<file path="src/rtl/llr_phase_former_if.sv">
// llr_phase_former_if: sample/LLR handshake bundle for llr_phase_former
//   i_vld/o_rdy/i_i/i_q           input sample stream
//   i_next_phase/i_llr_reset      phase-control pulses from the sync system
//   o_vld/i_rdy/o_llr0/o_llr1     output LLR stream
//   o_last_phase_stb/o_phase      last-phase strobe and debug phase
interface llr_phase_former_if #(
    parameter int IQ_WIDTH  = 8,
    parameter int LLR_WIDTH = 4
);
    logic                        i_vld;
    logic                        o_rdy;
    logic signed [IQ_WIDTH-1:0]  i_i;
    logic signed [IQ_WIDTH-1:0]  i_q;
    logic                        i_next_phase;
    logic                        i_llr_reset;
    logic                        o_vld;
    logic                        i_rdy;
    logic signed [LLR_WIDTH-1:0] o_llr0;
    logic signed [LLR_WIDTH-1:0] o_llr1;
    logic                        o_last_phase_stb;
    logic [2:0]                  o_phase;
    modport slave (
        input  i_vld, i_i, i_q, i_next_phase, i_llr_reset, i_rdy,
        output o_rdy, o_vld, o_llr0, o_llr1, o_last_phase_stb, o_phase
    );
    modport master (
        output i_vld, i_i, i_q, i_next_phase, i_llr_reset, i_rdy,
        input  o_rdy, o_vld, o_llr0, o_llr1, o_last_phase_stb, o_phase
    );
endinterface

</file>
<file path="src/rtl/llr_phase_former.sv">
// llr_phase_former: rotates each QPSK I/Q sample by the phase hypothesis, then scales and saturates it to an LLR pair
//   clk      clock
//   reset_n  asynchronous active-low reset
//   bus      llr_phase_former_if.slave: sample in, LLR pair out, phase control, strobe, debug phase
module llr_phase_former #(
    parameter int IQ_WIDTH    = 8,
    parameter int LLR_WIDTH   = 4,
    parameter int SCALE_SHIFT = 2,
    parameter int NUM_PHASES  = 8
) (
    input logic               clk,
    input logic               reset_n,
    llr_phase_former_if.slave bus
);
    localparam logic [2:0] LAST = 3'(NUM_PHASES - 1);
    localparam logic [2:0] PRE  = 3'(NUM_PHASES - 2);
    localparam logic signed [IQ_WIDTH-1:0] IQ_MIN  = {1'b1, {(IQ_WIDTH-1){1'b0}}};
    localparam logic signed [IQ_WIDTH-1:0] IQ_MAX  = ~IQ_MIN;
    localparam logic signed [IQ_WIDTH-1:0] LLR_MAX = IQ_WIDTH'((1 << (LLR_WIDTH - 1)) - 1);
    localparam logic signed [IQ_WIDTH-1:0] LLR_MIN = -LLR_MAX;

    generate
        if (NUM_PHASES != 4 && NUM_PHASES != 8) begin : g_bad_phases
            $error("llr_phase_former: NUM_PHASES must be 4 or 8");
        end
    endgenerate

    // Negation that maps the most-negative code to the most-positive one
    function automatic logic signed [IQ_WIDTH-1:0] neg(input logic signed [IQ_WIDTH-1:0] x);
        return (x == IQ_MIN) ? IQ_MAX : -x;
    endfunction

    // Symmetric saturation keeps the most-negative LLR code out of the stream
    function automatic logic signed [LLR_WIDTH-1:0] sat(input logic signed [IQ_WIDTH-1:0] x);
        logic signed [IQ_WIDTH-1:0] s;
        s = x >>> SCALE_SHIFT;
        return (s > LLR_MAX) ? LLR_MAX[LLR_WIDTH-1:0] :
               (s < LLR_MIN) ? LLR_MIN[LLR_WIDTH-1:0] : s[LLR_WIDTH-1:0];
    endfunction

    logic [2:0]                  phase;
    logic                        entered;
    logic                        stb;
    logic                        rdy_en;
    logic                        s1_vld;
    logic signed [IQ_WIDTH-1:0]  s1_a;
    logic signed [IQ_WIDTH-1:0]  s1_b;
    logic                        s2_vld;
    logic signed [LLR_WIDTH-1:0] s2_l0;
    logic signed [LLR_WIDTH-1:0] s2_l1;
    logic signed [IQ_WIDTH-1:0]  ra;
    logic signed [IQ_WIDTH-1:0]  rb;
    logic                        swap;
    logic                        s2_en;
    logic                        s2_adv;
    logic                        rdy;

    always_comb begin
        ra   = (phase[1:0] == 2'd0) ? bus.i_i      :
               (phase[1:0] == 2'd1) ? neg(bus.i_q) :
               (phase[1:0] == 2'd2) ? neg(bus.i_i) : bus.i_q;
        rb   = (phase[1:0] == 2'd0) ? bus.i_q      :
               (phase[1:0] == 2'd1) ? bus.i_i      :
               (phase[1:0] == 2'd2) ? neg(bus.i_q) : neg(bus.i_i);
        swap = (NUM_PHASES == 8) && phase[2];
    end

    assign s2_en  = !s2_vld || bus.i_rdy;
    assign s2_adv = s1_vld && s2_en;
    // rdy_en holds o_rdy low until the first clock after reset release
    assign rdy    = rdy_en && (!s1_vld || s2_adv);

    always_ff @(posedge clk or negedge reset_n) begin
        if (!reset_n) begin
            phase   <= 3'd0;
            entered <= 1'b0;
            stb     <= 1'b0;
            rdy_en  <= 1'b0;
            s1_vld  <= 1'b0;
            s1_a    <= '0;
            s1_b    <= '0;
            s2_vld  <= 1'b0;
            s2_l0   <= '0;
            s2_l1   <= '0;
        end else begin
            rdy_en  <= 1'b1;
            phase   <= bus.i_llr_reset  ? 3'd0 :
                       bus.i_next_phase ? ((phase == LAST) ? 3'd0 : phase + 3'd1) : phase;
            // entered marks the edge that lands on the last phase; the strobe follows one cycle later
            entered <= bus.i_next_phase && !bus.i_llr_reset && (phase == PRE);
            stb     <= entered;
            if (rdy) begin
                s1_vld <= bus.i_vld;
            end
            if (rdy && bus.i_vld) begin
                s1_a <= swap ? rb : ra;
                s1_b <= swap ? ra : rb;
            end
            if (s2_en) begin
                s2_vld <= s1_vld;
            end
            if (s2_adv) begin
                s2_l0 <= sat(s1_a);
                s2_l1 <= sat(s1_b);
            end
        end
    end

    assign bus.o_rdy            = rdy;
    assign bus.o_vld            = s2_vld;
    assign bus.o_llr0           = s2_l0;
    assign bus.o_llr1           = s2_l1;
    assign bus.o_last_phase_stb = stb;
    assign bus.o_phase          = phase;
endmodule

</file>
<file path="src/flat_wrapper.sv">
// flat-port wrapper written by rule: the top's interface ports become plain ports
module llr_phase_former_flat 
#(
    parameter int IQ_WIDTH    = 8,
    parameter int LLR_WIDTH   = 4,
    parameter int SCALE_SHIFT = 2,
    parameter int NUM_PHASES  = 8
)
  (clk, reset_n, bus_i_vld, bus_i_i, bus_i_q, bus_i_next_phase, bus_i_llr_reset, bus_i_rdy, bus_o_rdy, bus_o_vld, bus_o_llr0, bus_o_llr1, bus_o_last_phase_stb, bus_o_phase);
  llr_phase_former_if #(.IQ_WIDTH(IQ_WIDTH), .LLR_WIDTH(LLR_WIDTH)) bus_i ();
  input logic clk;
  input logic reset_n;
  input wire logic [$bits(bus_i.i_vld)-1:0] bus_i_vld;
  input wire logic [$bits(bus_i.i_i)-1:0] bus_i_i;
  input wire logic [$bits(bus_i.i_q)-1:0] bus_i_q;
  input wire logic [$bits(bus_i.i_next_phase)-1:0] bus_i_next_phase;
  input wire logic [$bits(bus_i.i_llr_reset)-1:0] bus_i_llr_reset;
  input wire logic [$bits(bus_i.i_rdy)-1:0] bus_i_rdy;
  output wire logic [$bits(bus_i.o_rdy)-1:0] bus_o_rdy;
  output wire logic [$bits(bus_i.o_vld)-1:0] bus_o_vld;
  output wire logic [$bits(bus_i.o_llr0)-1:0] bus_o_llr0;
  output wire logic [$bits(bus_i.o_llr1)-1:0] bus_o_llr1;
  output wire logic [$bits(bus_i.o_last_phase_stb)-1:0] bus_o_last_phase_stb;
  output wire logic [$bits(bus_i.o_phase)-1:0] bus_o_phase;
  assign bus_i.i_vld = bus_i_vld;
  assign bus_i.i_i = bus_i_i;
  assign bus_i.i_q = bus_i_q;
  assign bus_i.i_next_phase = bus_i_next_phase;
  assign bus_i.i_llr_reset = bus_i_llr_reset;
  assign bus_i.i_rdy = bus_i_rdy;
  assign bus_o_rdy = bus_i.o_rdy;
  assign bus_o_vld = bus_i.o_vld;
  assign bus_o_llr0 = bus_i.o_llr0;
  assign bus_o_llr1 = bus_i.o_llr1;
  assign bus_o_last_phase_stb = bus_i.o_last_phase_stb;
  assign bus_o_phase = bus_i.o_phase;
  llr_phase_former #(.IQ_WIDTH(IQ_WIDTH), .LLR_WIDTH(LLR_WIDTH), .SCALE_SHIFT(SCALE_SHIFT), .NUM_PHASES(NUM_PHASES)) u_core (.clk(clk), .reset_n(reset_n), .bus(bus_i));
endmodule
</file>
<file path="config.mk">
export PLATFORM = sky130hd
export DESIGN_NAME = llr_phase_former_flat
export DESIGN_NICKNAME = d
export VERILOG_FILES = /design/src/rtl/llr_phase_former_if.sv /design/src/rtl/llr_phase_former.sv /design/src/flat_wrapper.sv
export SDC_FILE = /design/constraint.sdc
export NUM_CORES = 1
export LEC_CHECK = 0
export CAP_MARGIN = 40
export CORE_UTILIZATION = 25
export CTS_BUF_LIST = sky130_fd_sc_hd__clkbuf_2 sky130_fd_sc_hd__clkbuf_4 sky130_fd_sc_hd__clkbuf_8
export DETAILED_ROUTE_END_ITERATION = 10
export PLACE_DENSITY_LB_ADDON = 0.2
export SLEW_MARGIN = 5
export SYNTH_ARGS = -nofsm -noshare
export SYNTH_HDL_FRONTEND = slang
export SYNTH_SLANG_ARGS = --single-unit
</file>
<file path="constraint.sdc">
create_clock -name clk -period 2.5 [get_ports clk]
set_clock_uncertainty 0.15 [all_clocks]
set_input_delay 0.375 -clock clk [delete_from_list [all_inputs] [get_ports clk]]
set_output_delay 0.375 -clock clk [all_outputs]
set_load 0.01 [all_outputs]
</file>
==> run summary <==
The implementation run finished. Area fraction in mux cells landed at 0.0309. Per the gpl log, the routability congestion estimate is 0.859. Fraction of layout cells with a size suffix above 1 landed at 0.196. In this run the worst setup path terminates at u_core.s1_b[3]$_DFFE_PN0P_. Once the clock tree was built, the setup fixing pass inserted 0 buffers.

Total number of nets in the final design landed at 340. Number of antenna violations at the first check in global routing landed at 0. Deepest clock path buffer count landed at 2. Largest fanout of any net on the critical path landed at 11.

Number of warnings reported in the yosys synthesis log landed at 0. The commonest cells after synthesis are 31 x sky130_fd_sc_hd__nand2_1, 28 x sky130_fd_sc_hd__dfrtp_1, 26 x sky130_fd_sc_hd__o21ai_0. Post-synthesis register bit count landed at 28. The flow ran to the end, and the final reports show no timing, DRC or antenna violations. Per the CTS log, the maximum H-tree level is 1.

Summed over all combinational cells, the power is 0.651 mW. Number of DRC markers in iteration 0 landed at 80. The worst path needs 2.34 ns of the cycle, external delays included. The worst setup path is captured at a flop. The cell-mix breakdown from Yosys lists the simple-gate area share as 0.256. The share of synthesized area in the top cell type comes to 0.339. Data arrival time of the critical path landed at 2.35 ns.
critical path: cells and delay by family (launching register included):
kind            cells  cell delay (ns)
compound gates      3             0.59
buf+inv             2             0.28
simple gates        2             0.35
fa+ha+maj           1             0.40
flops               1             0.46
layout by cell type (no fill, tap or decap), types with 4 or more instances in the layout:
cell type,n
sky130_fd_sc_hd__buf_4,42
sky130_fd_sc_hd__o21ai_0,26
sky130_fd_sc_hd__nor2_1,20
sky130_fd_sc_hd__nand2b_1,7
sky130_fd_sc_hd__o211ai_1,4
sky130_fd_sc_hd__and2_1,4
sky130_fd_sc_hd__nand3_1,4
sky130_fd_sc_hd__dfrtp_1,28
sky130_fd_sc_hd__a31oi_1,5
sky130_fd_sc_hd__or3_1,4
sky130_fd_sc_hd__nor4b_1,4
sky130_fd_sc_hd__inv_1,8
sky130_fd_sc_hd__nor2b_1,4
sky130_fd_sc_hd__a21oi_1,12
sky130_fd_sc_hd__clkdlybuf4s50_1,35
sky130_fd_sc_hd__nand2_1,31
sky130_fd_sc_hd__a221o_1,6
sky130_fd_sc_hd__ha_1,5
cells by family after synthesis:
kind of cell | count (synthesis)
AND-OR/OR-AND | 84
buffers and inverters | 21
AND/OR/NAND/NOR | 98
flip-flops | 28
other | 1
adder cells (fa/ha/maj) | 5
multiplexers | 6
XOR/XNOR | 1
metal layers:
metal  share of wire  vias to the layer above  track usage  wire [um]
met4          0.0064                        0       0.0385         37
met5               0                        -            0          0
met1            0.47                      994        0.191       2700
li1                -                     1056            -          -
met3           0.038                        4      0.00903        216
met2            0.49                       52        0.243       2800
final cells by class:
type                    count  area [um2]  area share
repair buffers             77         666       0.233
inverters                   8        30.0      0.0105
flip-flops and latches     28         701       0.245
clock buffers               3        41.3      0.0145
clock inverters             1        30.0      0.0105
well taps                 102         128      0.0447
multi-input cells         195        1260       0.441
==> images/congestion.png <==
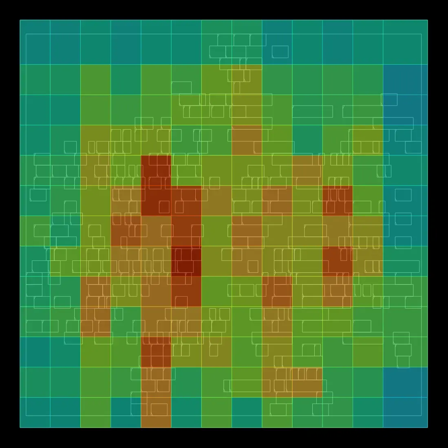
busiest layer in global routing: met2
global-route track usage on met3: 0.00903
WL/cell: 13.9 um
Global Route Usage Sum: 0.142

==> images/placement_by_type.png <==
(4 px per um) Fill, decap, tap and diode cells in grey.
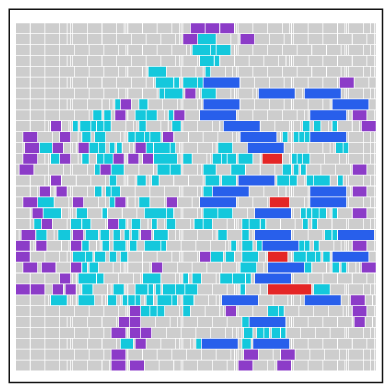
colour	class	cells
cyan	combinational and other logic	203
red	clock drivers and dummy loads	4
blue	sequential cells	28
purple	remaining buffers and delay cells	77
end-of-flow core utilization: 0.364
post-route cell area: 2860 um2
sequential share of cell area: 0.245
standard-cell rows: 32
Core Footprint: 7850 um2

==> images/sizes.png <==
(4 px per um)
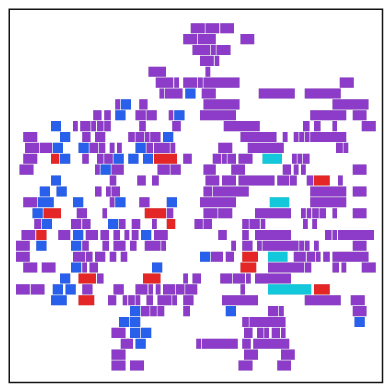
colour	size	cells
purple	_0 and _1 cells	251
blue	_3 and _4 cells	44
red	_2 cells	13
cyan	_6 and larger	4
count of non-CTS buffers in the layout: 77
final worst setup slack: 0.162 ns
layout-stage area growth over the synthesis result: 38.1%

==> images/logic_types.png <==
(4 px per um)
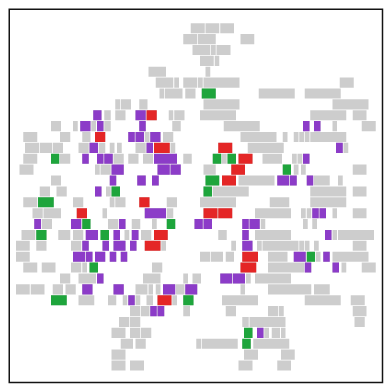
colour	family	cells
purple	aoi and oai cells	68
red	non-inverting ao/oa cells	16
green	and/or cells	19
most numerous logic cell after layout: sky130_fd_sc_hd__buf_4
Layout Cells excl Fill: 414

Power figures rest on the tool's default switching activity, not on a simulated workload.
